A small window of the routed layout:
Region (48, 21) to (88, 61) um. Cells in grey, sequential cells in the stronger grey; small squares are vias.
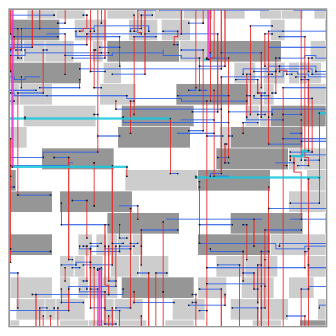
Routed clock nets over the placement:
Bar = 50 um.
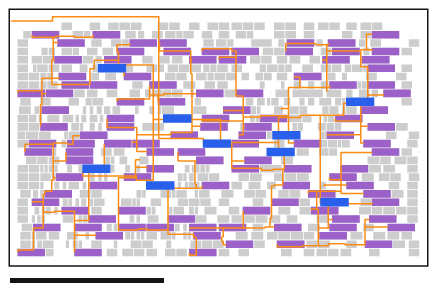
Metal 3:
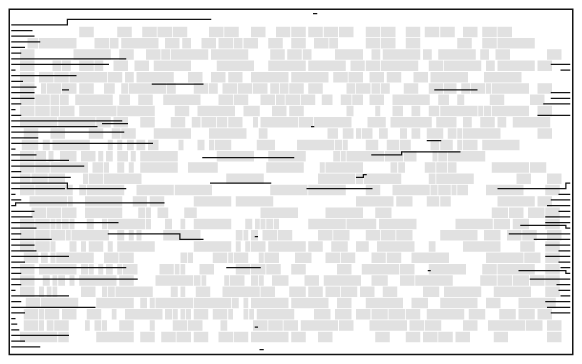
The clock network:
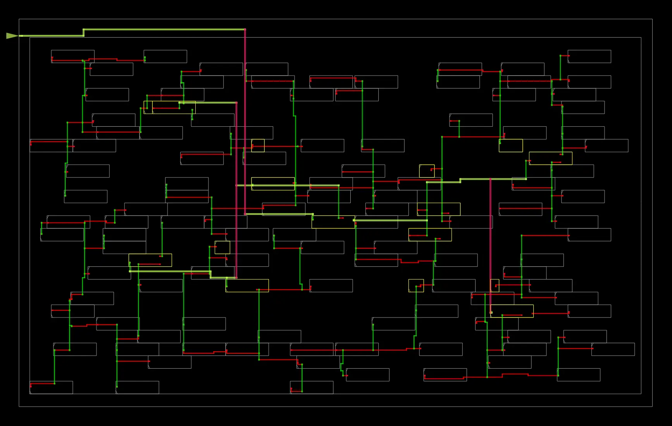
**src/rtl/apb3_manager_bridge_if.sv**
```systemverilog
// Bundles the request/response port and the APB3 manager signals of apb3_manager_bridge.
// The master modport is the bridge's view; slave is the requester/subordinate environment.
interface apb3_manager_bridge_if #(
  parameter int ADDR_WIDTH = 32,
  parameter int DATA_WIDTH = 32
);
  logic                  REQ_VALID;
  logic                  REQ_READY;
  logic                  REQ_WRITE;
  logic [ADDR_WIDTH-1:0] REQ_ADDR;
  logic [DATA_WIDTH-1:0] REQ_WDATA;
  logic                  RSP_VALID;
  logic [DATA_WIDTH-1:0] RSP_RDATA;
  logic                  RSP_ERR;
  logic                  PSEL;
  logic                  PENABLE;
  logic                  PWRITE;
  logic [ADDR_WIDTH-1:0] PADDR;
  logic [DATA_WIDTH-1:0] PWDATA;
  logic [DATA_WIDTH-1:0] PRDATA;
  logic                  PREADY;
  logic                  PSLVERR;

  modport master (
    input  REQ_VALID, REQ_WRITE, REQ_ADDR, REQ_WDATA, PRDATA, PREADY, PSLVERR,
    output REQ_READY, RSP_VALID, RSP_RDATA, RSP_ERR, PSEL, PENABLE, PWRITE, PADDR, PWDATA
  );

  modport slave (
    output REQ_VALID, REQ_WRITE, REQ_ADDR, REQ_WDATA, PRDATA, PREADY, PSLVERR,
    input  REQ_READY, RSP_VALID, RSP_RDATA, RSP_ERR, PSEL, PENABLE, PWRITE, PADDR, PWDATA
  );
endinterface

```
**src/rtl/apb3_manager_bridge.sv**
```systemverilog
// Turns valid/ready requests into single outstanding APB3 transfers, with a watchdog
// that aborts an ACCESS phase whose subordinate never raises PREADY.
module apb3_manager_bridge #(
  parameter int ADDR_WIDTH     = 32,
  parameter int DATA_WIDTH     = 32,
  parameter int TIMEOUT_CYCLES = 255
) (
  input  logic                  CLK,
  input  logic                  RST_N,
  apb3_manager_bridge_if.master bus
);

  localparam bit             WATCHDOG_ON = (TIMEOUT_CYCLES > 0);
  localparam int             CW          = WATCHDOG_ON ? $clog2(TIMEOUT_CYCLES + 1) : 1;
  localparam logic [CW-1:0]  LAST_WAIT   = WATCHDOG_ON ? CW'(TIMEOUT_CYCLES - 1) : '0;

  typedef enum logic [1:0] {
    IDLE   = 2'b00,
    SETUP  = 2'b01,
    ACCESS = 2'b10
  } state_t;

  state_t                state;
  state_t                next_state;
  logic                  req_ready;
  logic                  accept;
  logic                  complete;
  logic                  abort;
  logic [CW-1:0]         wait_cnt;
  logic                  psel;
  logic                  penable;
  logic                  pwrite;
  logic [ADDR_WIDTH-1:0] paddr;
  logic [DATA_WIDTH-1:0] pwdata;
  logic                  rsp_valid;
  logic                  rsp_err;
  logic [DATA_WIDTH-1:0] rsp_rdata;

  always_ff @(posedge CLK or negedge RST_N) begin
    if (!RST_N) state <= IDLE;
    else        state <= next_state;
  end

  // The unused encoding falls back to IDLE without offering REQ_READY.
  always_comb begin
    next_state = state;
    req_ready  = 1'b0;
    accept     = 1'b0;
    complete   = 1'b0;
    abort      = 1'b0;
    case (state)
      IDLE: begin
        req_ready = 1'b1;
        if (bus.REQ_VALID) begin
          accept     = 1'b1;
          next_state = SETUP;
        end
      end
      SETUP: next_state = ACCESS;
      ACCESS: begin
        if (bus.PREADY) begin
          complete   = 1'b1;
          next_state = IDLE;
        end else if (WATCHDOG_ON && (wait_cnt == LAST_WAIT)) begin
          abort      = 1'b1;
          next_state = IDLE;
        end
      end
      default: next_state = IDLE;
    endcase
  end

  always_ff @(posedge CLK or negedge RST_N) begin
    if (!RST_N) begin
      psel      <= 1'b0;
      penable   <= 1'b0;
      pwrite    <= 1'b0;
      paddr     <= '0;
      pwdata    <= '0;
      rsp_valid <= 1'b0;
      rsp_err   <= 1'b0;
      rsp_rdata <= '0;
      wait_cnt  <= '0;
    end else begin
      psel      <= (next_state == SETUP) || (next_state == ACCESS);
      penable   <= (next_state == ACCESS);
      rsp_valid <= complete || abort;
      if (accept) begin
        pwrite <= bus.REQ_WRITE;
        paddr  <= bus.REQ_ADDR;
        pwdata <= bus.REQ_WRITE ? bus.REQ_WDATA : '0;
      end
      if (complete) begin
        rsp_rdata <= pwrite ? '0 : bus.PRDATA;
        rsp_err   <= bus.PSLVERR;
      end else if (abort) begin
        rsp_rdata <= '0;
        rsp_err   <= 1'b1;
      end
      // The counter only ever reaches LAST_WAIT before an abort, so it cannot wrap.
      if (state == SETUP)
        wait_cnt <= '0;
      else if ((state == ACCESS) && !bus.PREADY && WATCHDOG_ON)
        wait_cnt <= wait_cnt + CW'(1);
    end
  end

  assign bus.REQ_READY = req_ready;
  assign bus.PSEL      = psel;
  assign bus.PENABLE   = penable;
  assign bus.PWRITE    = pwrite;
  assign bus.PADDR     = paddr;
  assign bus.PWDATA    = pwdata;
  assign bus.RSP_VALID = rsp_valid;
  assign bus.RSP_ERR   = rsp_err;
  assign bus.RSP_RDATA = rsp_rdata;

endmodule

```
**src/flat_wrapper.sv**
```systemverilog
// flat-port wrapper written by rule: the top's interface ports become plain ports
module apb3_manager_bridge_flat 
#(
  parameter int ADDR_WIDTH     = 32,
  parameter int DATA_WIDTH     = 32,
  parameter int TIMEOUT_CYCLES = 255
)
  (CLK, RST_N, bus_REQ_VALID, bus_REQ_WRITE, bus_REQ_ADDR, bus_REQ_WDATA, bus_PRDATA, bus_PREADY, bus_PSLVERR, bus_REQ_READY, bus_RSP_VALID, bus_RSP_RDATA, bus_RSP_ERR, bus_PSEL, bus_PENABLE, bus_PWRITE, bus_PADDR, bus_PWDATA);
  apb3_manager_bridge_if #(.ADDR_WIDTH(ADDR_WIDTH), .DATA_WIDTH(DATA_WIDTH)) bus_i ();
  input  logic CLK;
  input  logic RST_N;
  input wire logic [$bits(bus_i.REQ_VALID)-1:0] bus_REQ_VALID;
  input wire logic [$bits(bus_i.REQ_WRITE)-1:0] bus_REQ_WRITE;
  input wire logic [$bits(bus_i.REQ_ADDR)-1:0] bus_REQ_ADDR;
  input wire logic [$bits(bus_i.REQ_WDATA)-1:0] bus_REQ_WDATA;
  input wire logic [$bits(bus_i.PRDATA)-1:0] bus_PRDATA;
  input wire logic [$bits(bus_i.PREADY)-1:0] bus_PREADY;
  input wire logic [$bits(bus_i.PSLVERR)-1:0] bus_PSLVERR;
  output wire logic [$bits(bus_i.REQ_READY)-1:0] bus_REQ_READY;
  output wire logic [$bits(bus_i.RSP_VALID)-1:0] bus_RSP_VALID;
  output wire logic [$bits(bus_i.RSP_RDATA)-1:0] bus_RSP_RDATA;
  output wire logic [$bits(bus_i.RSP_ERR)-1:0] bus_RSP_ERR;
  output wire logic [$bits(bus_i.PSEL)-1:0] bus_PSEL;
  output wire logic [$bits(bus_i.PENABLE)-1:0] bus_PENABLE;
  output wire logic [$bits(bus_i.PWRITE)-1:0] bus_PWRITE;
  output wire logic [$bits(bus_i.PADDR)-1:0] bus_PADDR;
  output wire logic [$bits(bus_i.PWDATA)-1:0] bus_PWDATA;
  assign bus_i.REQ_VALID = bus_REQ_VALID;
  assign bus_i.REQ_WRITE = bus_REQ_WRITE;
  assign bus_i.REQ_ADDR = bus_REQ_ADDR;
  assign bus_i.REQ_WDATA = bus_REQ_WDATA;
  assign bus_i.PRDATA = bus_PRDATA;
  assign bus_i.PREADY = bus_PREADY;
  assign bus_i.PSLVERR = bus_PSLVERR;
  assign bus_REQ_READY = bus_i.REQ_READY;
  assign bus_RSP_VALID = bus_i.RSP_VALID;
  assign bus_RSP_RDATA = bus_i.RSP_RDATA;
  assign bus_RSP_ERR = bus_i.RSP_ERR;
  assign bus_PSEL = bus_i.PSEL;
  assign bus_PENABLE = bus_i.PENABLE;
  assign bus_PWRITE = bus_i.PWRITE;
  assign bus_PADDR = bus_i.PADDR;
  assign bus_PWDATA = bus_i.PWDATA;
  apb3_manager_bridge #(.ADDR_WIDTH(ADDR_WIDTH), .DATA_WIDTH(DATA_WIDTH), .TIMEOUT_CYCLES(TIMEOUT_CYCLES)) u_core (.CLK(CLK), .RST_N(RST_N), .bus(bus_i));
endmodule
```
**config.mk**
```make
export PLATFORM = sky130hd
export DESIGN_NAME = apb3_manager_bridge_flat
export DESIGN_NICKNAME = d
export VERILOG_FILES = /design/src/rtl/apb3_manager_bridge_if.sv /design/src/rtl/apb3_manager_bridge.sv /design/src/flat_wrapper.sv
export SDC_FILE = /design/constraint.sdc
export NUM_CORES = 1
export LEC_CHECK = 0
export CORE_ASPECT_RATIO = 0.6
export CORE_MARGIN = 2
export CORE_UTILIZATION = 45
export DETAILED_ROUTE_END_ITERATION = 16
export HOLD_SLACK_MARGIN = 0.15
export PLACE_DENSITY_LB_ADDON = 0.3
export SETUP_SLACK_MARGIN = 0.5
export SLEW_MARGIN = 5
export SYNTH_ARGS = -nofsm -noshare
export SYNTH_HDL_FRONTEND = slang
export SYNTH_SLANG_ARGS = --single-unit
```
**constraint.sdc**
```tcl
create_clock -name CLK -period 3.3 [get_ports CLK]
set_input_delay 0.495 -clock CLK [delete_from_list [all_inputs] [get_ports CLK]]
set_output_delay 0.495 -clock CLK [all_outputs]
set_load 0.1 [all_outputs]
```
==> reports/results.tsv <==
stage	metric	value	unit
global_routing	busiest grt layer	met2	
sta	Hold WS	0.150	ns
setup_path	Buf/Inv on CP	1	
routing	Total Routed Length	12100	um
setup_path	Setup crit start	u_core.bus.RSP_RDATA[24]$_DFFE_PN0P_	
logic_synthesis	Adder Area Share	0.00806	
logic_synthesis	Synth warnings	0	
setup_path	CP endpoint kind	output port	
clock_tree	Post-CTS Setup Bufs	0	
logic_synthesis	area fraction in mux cells	0.0865	
final_layout	fillers	735	
logic_synthesis	Flops after synth	111	
logic_synthesis	# Cells Yosys	388	
setup_path	Data arrival, critical path	1.90	ns
logic_synthesis	Synth area leader	dfrtp_1	
logic_synthesis	Top FF cell, synth	dfrtp_1	
final_layout	clk_buf instances	10	
setup_path	crit path to	bus_RSP_RDATA[24]	
die	die width	135	um
final_layout	Plain + repair buffers	209	
routing	met2 WL post-DR	5980	um
global_routing	largest net degree at the start of global routing	79	
setup_path	slowest CP cell	clkdlybuf4s50_1	
global_routing	first-pass GRT wire length	19700	um
clock_tree	Clock Sinks	111	
routing	drt pass-1 iters	4	
setup_path	Critical Path Source Type	flip-flop	
placement	RePlAce Congestion	0.766	
routing	DRT iter0 DRCs	228	
logic_synthesis	AND/OR/NAND/NOR Cells, Area Fraction	0.129	
global_routing	Global Route met2 Usage	0.375	
global_routing	GR Overflow Total	0	
die	Core Footprint	0.00995	mm^2
final_layout	Layout Nets	685	
die	die footprint	0.0112	mm^2
clock_tree	Max Buffers Root-to-Sink	2	
setup_path	WP depth	1	
clock_tree	Root Buffer	clkbuf_16	
sta	Slew HR	0.325	
routing	via count	3658	
routing	wl on met1	5010	um
placement	pre-CTS worst setup slack	1.03	ns
sta	Final Hold Viols	0	
setup_path	Crit Path Class	flip-flop to output port	
global_routing	antenna violations before repair	0	
die	die height	82.8	um
logic_synthesis	Post-synth seq share	0.596	
die	starting density of the core	0.468	
logic_synthesis	Top cells by area	dfrtp_1, mux2_1, a221o_1	
final_layout	Top cell excl fill/tap	clkdlybuf4s50_1	
sta	Final setup viols	0	
global_routing	vias in the first global route	3791	
logic_synthesis	syn avg cell area	12.0	um^2
placement	placed cell area	0.00673	mm^2
logic_synthesis	YS chip area	0.00466	mm^2
sta	Fin Setup TNS	0	ns
setup_path	Worst EP required	2.80	ns
routing	Routed WL per cell	16.8	um
logic_synthesis	Synth top cells by count	dfrtp_1, nand2_1, o21ai_0	
final_layout	clock tree cell share of total cell area	0.0403	
final_layout	Layout Area Growth over Synthesis	50.5	%
sta	cycle use final	0.726	
global_routing	met1 usage	0.279	
routing	# DRC	0	
die	tapcell count	135	
final_layout	Seq. cell area	0.00278	mm^2
final_layout	most common logic cells in the final layout	clkdlybuf4s50_1, dfrtp_1, nand2_1	
logic_synthesis	cell area after technology mapping	0.00466	mm^2
sta	fin crit period	2.40	ns
die	row cnt	28	
setup_path	slowest cell delay on critical path	1.17	ns
final_layout	post-route cell area	0.00701	mm^2
clock_tree	CTS clk-pin slew, worst paths	0.07	ns
clock_tree	CTS tree	done	
sta	Slew Limit Fails	0	
final_layout	signal buffers share of area	0.296	
die	I/O Pins	204	
logic_synthesis	Synth logic family	AND-OR/OR-AND gates	
global_routing	gr usage total	0.226	
final_layout	fin cells	720	
final_layout	fraction of area in multi-input gates	0.241	
sta	Tightest Pin Transition	1.01	ns
setup_path	reg2reg setup slack	1.23	ns
clock_tree	hold buffer count at cts	0	
logic_synthesis	most numerous cell in the Yosys netlist	dfrtp_1	
final_layout	comb. cell area	0.00169	mm^2
routing	ANT nets after route	0	
min_path	Hold Crit Class	input port to async pin	
outcome	outcome	finished, final reports clean	
routing	vias per std cell	5.08	
global_routing	Global Route met3 Usage	0.0855	
logic_synthesis	Post-synth ARST share	1.00	
setup_path	Worst R2R Start	u_core.state[1]$_DFF_PN0_	
final_layout	Top class by area	flip-flops and latches	
final_layout	Inverters	5	
logic_synthesis	Unique cell types	38	
final_layout	Antenna Cells	0	
sta	fmax	418	MHz
clock_tree	H-tree depth	3	
final_layout	flop count	111	
logic_synthesis	Top-area cell share	0.596	
flow_run	tool warnings	27	
setup_path	CP top delay family	buffers and inverters	
logic_synthesis	XOR-XNOR Cells, Area Fraction	0	
clock_tree	clk latency late pin	0.35	ns
logic_synthesis	EDFF count, synth	0	
final_layout	multi-input gates	244	
routing	routed wl met3	935	um
sta	Setup WS post-layout	0.905	ns
routing	Max Used Layer	met4	
clock_tree	Post-CTS Resized	0	
flow_run	max_cap viols	0	
setup_path	crit path cell chain	clkdlybuf4s50_1	
logic_synthesis	Post-Syn Nets	493	
final_layout	flop share of the area	0.396	
setup_path	worst reg2reg endpoint	u_core.bus.RSP_RDATA[14]$_DFFE_PN0P_	
setup_path	Crit Path Max Fanout	3	
placement	DP HPWL	8850	um
placement	Port Buffers	203	
logic_synthesis	Synth Instances	388	
final_layout	layout cells sized above 1	0.0752	
logic_synthesis	Compound Share, Synth	0.137	
About 'a small window of the routed layout':
colour	layer
red	metal 2
blue	metal 1
cyan	metal 3
magenta	metal 4
most frequent	dfrtp_1 (19), clkdlybuf4s50_1 (15), nand2_1 (11)
sequential cells in the window	19
netlist names of flops here include	u_core.bus.PWDATA (5), u_core.bus.RSP_RDATA (4), u_core.bus.PADDR (3)
cells with their middle in the window	75

About 'routed clock nets over the placement':
[orange] clock wires | length: 1300 um
[purple] flip-flops | count: 111
[blue] clock drivers | count: 9
flops lie	all over the die
routed clock nets	10

About 'metal 3':
wire length on this layer	936 um
longest straight run	35.7 um

About 'the clock network':
total CTS buffers: 9
skew final: 0.00873 ns

